==> config.mk <==
export PLATFORM = sky130hd
export DESIGN_NAME = wb_arbiter
export DESIGN_NICKNAME = d
export VERILOG_FILES = /design/src/rtl/wb_arbiter.sv
export SDC_FILE = /design/constraint.sdc
export NUM_CORES = 1
export LEC_CHECK = 0
export ABC_AREA = 1
export CAP_MARGIN = 20
export CORE_AREA = 5 5 91 93
export CTS_CLUSTER_DIAMETER = 200
export CTS_CLUSTER_SIZE = 24
export DETAILED_ROUTE_END_ITERATION = 7
export DIE_AREA = 0 0 96 98
export PLACE_DENSITY = 0.73
export SLEW_MARGIN = 20
export SYNTH_ARGS = -nofsm -noshare
export SYNTH_HDL_FRONTEND = slang
export SYNTH_SLANG_ARGS = --single-unit
==> constraint.sdc <==
create_clock -name wb_clk_i -period 1.2 [get_ports wb_clk_i]
set_input_delay 0.24 -clock wb_clk_i [delete_from_list [all_inputs] [get_ports wb_clk_i]]
set_output_delay 0.24 -clock wb_clk_i [all_outputs]
set_load 0.02 [all_outputs]
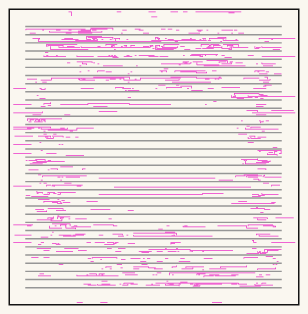
Figure 1: run 1, signal wires on met1.
Drawn at 3 px/um. Supply wires on this layer in grey.
longest straight run: 45.5 um
share of all routed wire: 31%
nets with wire on the layer: 414
main direction: horizontal
WL final: 6930 um
Vias: 1934
M1 GR Usage: 12.5%

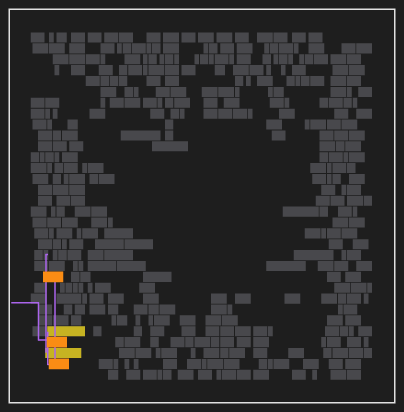
Figure 2: run 1, clock wires, drivers and flops.
Drawn at 4 px/um.
legend:
  flip-flops:
    colour: yellow
    count: 2
  clock-net drivers:
    colour: orange
    count: 3
  clock wires:
    colour: purple
    length: 86.5 um
routed clock nets: 4
clock network power: 0.288 mW
Worst-Skew Late Latency: 220 ps
final setup skew: 8.28 ps
Clock power frac: 4.8%

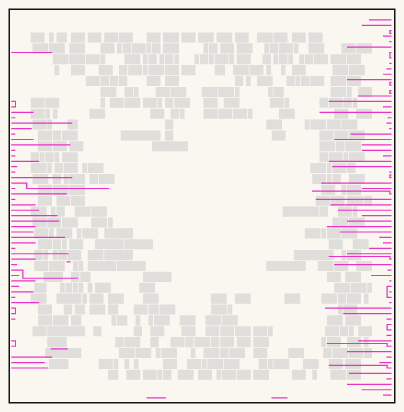
Figure 3: run 1, signal wires on met3.
Drawn at 4 px/um. Cells faint in the background.
wire length on this layer: 778 um
nets with wire on the layer: 103
main direction: horizontal
share of all routed wire: 11%
longest straight run: 20.5 um
met3 Resource Use GR: 3.62%

==> impl_metrics.json, run 1 <==
{
  "ys_seq_share_pct": 4.48,
  "path_max_fanout": 6,
  "xor_share_pct": 0,
  "setup_slack_ps": -574,
  "numSynthFlops": 2,
  "post_cts_resized": 382,
  "syn_inst": 235,
  "drc": 0,
  "dpl-instance-area_mm2": 0.00308,
  "area_growth_pct": 216,
  "synth-compound-area-share_pct": 0,
  "fin_cells": 493,
  "fill_cells": 683,
  "cp-end-kind": "primary output",
  "cts_buffers": 3,
  "layout-drive-gt1-share_pct": 50.1,
  "crit_required_ps": 960,
  "whs_ps": 188,
  "yosysCellCount": 235,
  "cts_tree": "built",
  "setup_viol": 63,
  "status": "complete, but fails checks",
  "antenna_cells": 0,
  "initialDrtViolationCount": 19,
  "top_layer_used": "met4",
  "start_kind": "flip-flop",
  "synth_area_mm2": 0.00115,
  "root_buffer": "clkbuf_8",
  "yosysUniqueCellTypes": 14,
  "die-area_mm2": 0.00941,
  "p_leak_nw": 1.85,
  "ff2ff_setup_slack_ps": -190,
  "violations": "setup timing",
  "num_rows": 32
}
-- run 1: cell type report --
type	instances	share of cell area [%]
clock buffer	4	1.24
inverter	8	0.899
multi-input combinational	182	33.8
sequential	2	1.42
tap	102	3.53
timing repair buffer	195	59.1
-- run 1: synthesized netlist by cell type --
| cell | number |
|---|---|
| dfrtp_1 | 1 |
| inv_1 | 8 |
| nor2_8 | 1 |
| nand2_4 | 1 |
| nand2_1 | 165 |
| nand3_2 | 1 |
| buf_6 | 5 |
| nor2_1 | 3 |
| dfstp_2 | 1 |
| buf_4 | 34 |
| nand3_1 | 3 |
| buf_2 | 5 |
| conb_1 | 1 |
| nand2_2 | 6 |
-- run 1: critical path, stage by stage, from the launching register on --
cell       delay [ps]
dfstp_2           560
nand2_4            80
nor2_8            140
buf_12            150
clkbuf_16         160
nand2_2            60
nand2_4            60
buf_6             110
-- run 1: layer usage --
| layer | up-vias | global-route usage (%) |
|---|---|---|
| met3 | 20 | 3.62 |
| met5 | - | 0 |
| li1 | 971 | - |
| met1 | 850 | 12.5 |
| met2 | 93 | 26.4 |
| met4 | 0 | 4.38 |
-- run 1: cell families after synthesis --
logic type | Yosys count
AND/OR/NAND/NOR | 180
buffers and inverters | 52
flip-flops | 2
other | 1
-- run 1: report_power, final --
group	switching, mW	internal (mW)	total [mW]	leakage (nW)
registers	0.0514	0.117	0.168	0.0213
logic	2.77	2.79	5.56	1.80
clock network	0.0622	0.226	0.288	0.0228
total	2.88	3.13	6.01	1.85
-- run 1: cells in the final DEF, fill, tap and decap left out, types with 4 or more instances in the layout --
master	instances
nand2_4	46
inv_1	4
nand2_2	54
buf_6	60
clkdlybuf4s50_1	112
buf_4	11
nand2_1	72
buf_12	6
Figure 4. Clock wiring as the flow saved it (run 1).
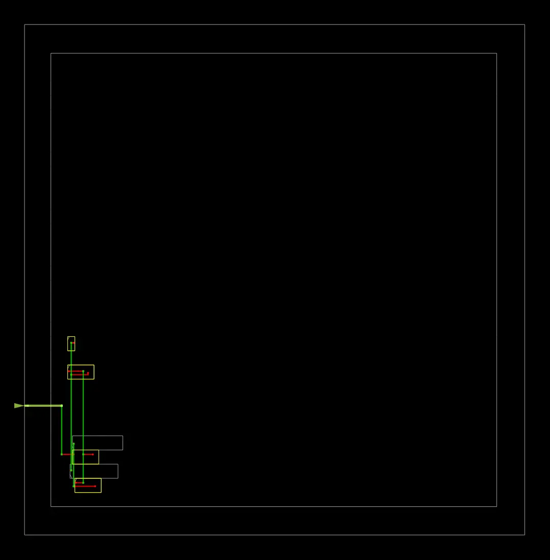

==> run 2: changes to the inputs <==
CORE_AREA = 2 2 93 95   (was 5 5 91 93)
DIE_AREA = 0 0 95 97   (was 0 0 96 98)
GPL_ROUTABILITY_DRIVEN = 1   (was unset)
PLACE_DENSITY = 0.67   (was 0.73)
TNS_END_PERCENT = 10   (was unset)
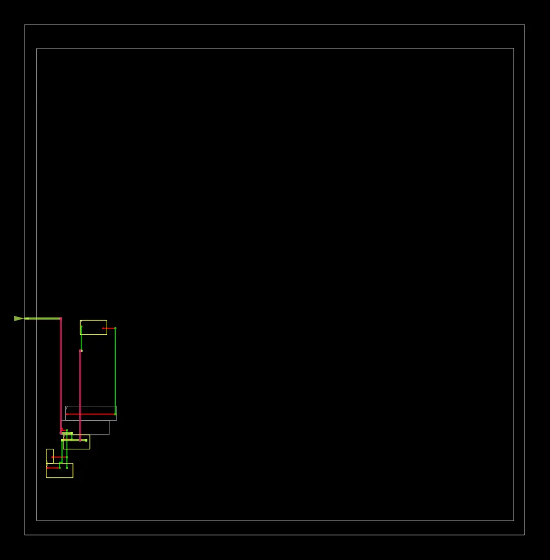
Figure 5: run 2, clock wiring as the flow saved it.
CLK BUF: 4
Num CTS Buffers: 3
sequential cells: 2

==> run 2 against run 1 <==
Effect of this change: the flow still finishes with violations (setup timing); power down 12%; sequential power about the same; flip-flop count is the same; utilization fell by 8.6 points; register-to-register slack better by 230 ps; clock-buffer cell count unchanged; combinational power decreased by 13%; global-route usage is 1.5 points lower; die area decreased by 2.1%; critical path depth is 1 lower.
==> impl_metrics.json, run 2 <==
{
  "status": "complete, but fails checks",
  "violations": "setup timing",
  "num_rows": 33,
  "syn_inst": 235,
  "clock_latency_ps": 210,
  "vias": 1915,
  "drt-total-wl_um": 6520,
  "ys.flop_type": "dfstp_2",
  "root_buffer": "clkbuf_8",
  "area_growth_pct": 184,
  "numSynthFlops": 2,
  "initialDrtViolationCount": 22,
  "cts_tree": "built",
  "ff2ff_setup_slack_ps": 40,
  "setup_slack_ps": -541,
  "synth_area_mm2": 0.00115,
  "die-area_mm2": 0.00922,
  "path_max_fanout": 27,
  "p_leak_nw": 1.58,
  "setup_viol": 61,
  "enable_flop_cells": 0,
  "crit_required_ps": 960,
  "top_cell": "nand2_1",
  "lay_top_count": "clkdlybuf4s50_1",
  "antenna_cells": 0,
  "yosysUniqueCellTypes": 14
}
==> run 2: netlist changes by cell type in the layout (fill, tap and decap cells not counted), sizes merged <==
cell	change
clkbuf	+2
dlygate4sd2	-1
buf	-2
clkdlybuf4s50	+1
==> run 2: power by group <==
part           total (mW)  internal, mW  leakage (nW)  switching, mW
Combinational        4.84          2.42          1.54           2.43
Sequential          0.170         0.116        0.0213         0.0543
Clock               0.289         0.226        0.0228         0.0632
==> run 2: cell type report <==
cell class / count / area [um^2]
Inverter: 8 / 32.5
Clock buffer: 4 / 45.0
Multi-Input combinational cell: 182 / 937
Fill cell: 834 / 4880
Sequential cell: 2 / 51.3
Tap cell: 105 / 131
Timing Repair Buffer: 195 / 2060
==> run 2: cell families after synthesis <==
group / count (synthesis) / synth area share (%)
other cells: 1 / 0.327
flops: 2 / 4.48
buf+inv: 52 / 32.0
simple gates: 180 / 63.2
==> run 2: per-layer routing <==
layer	track usage (%)	routed length, um	up-vias
met1	13.4	2440	820
li1	-	-	971
met2	21.2	3400	104
met3	1.95	529	20
met4	4.57	160	0
met5	0	0	-
==> run 2: critical path: stages, from the launching register on <==
cell and delay, ps:
dfstp_2 540, buf_4 120, nand3_4 120, buf_12 200
nand2_1 90, nand2_2 60, buf_4 150
==> run 2: what timing repair did <==
action,in CTS,in global routing
pin swaps,0,2
setup endpoints to repair,61,61
gates cloned,0,6
gates resized,306,70
setup buffers,0,5
Power is estimated from default activity; no workload was simulated.
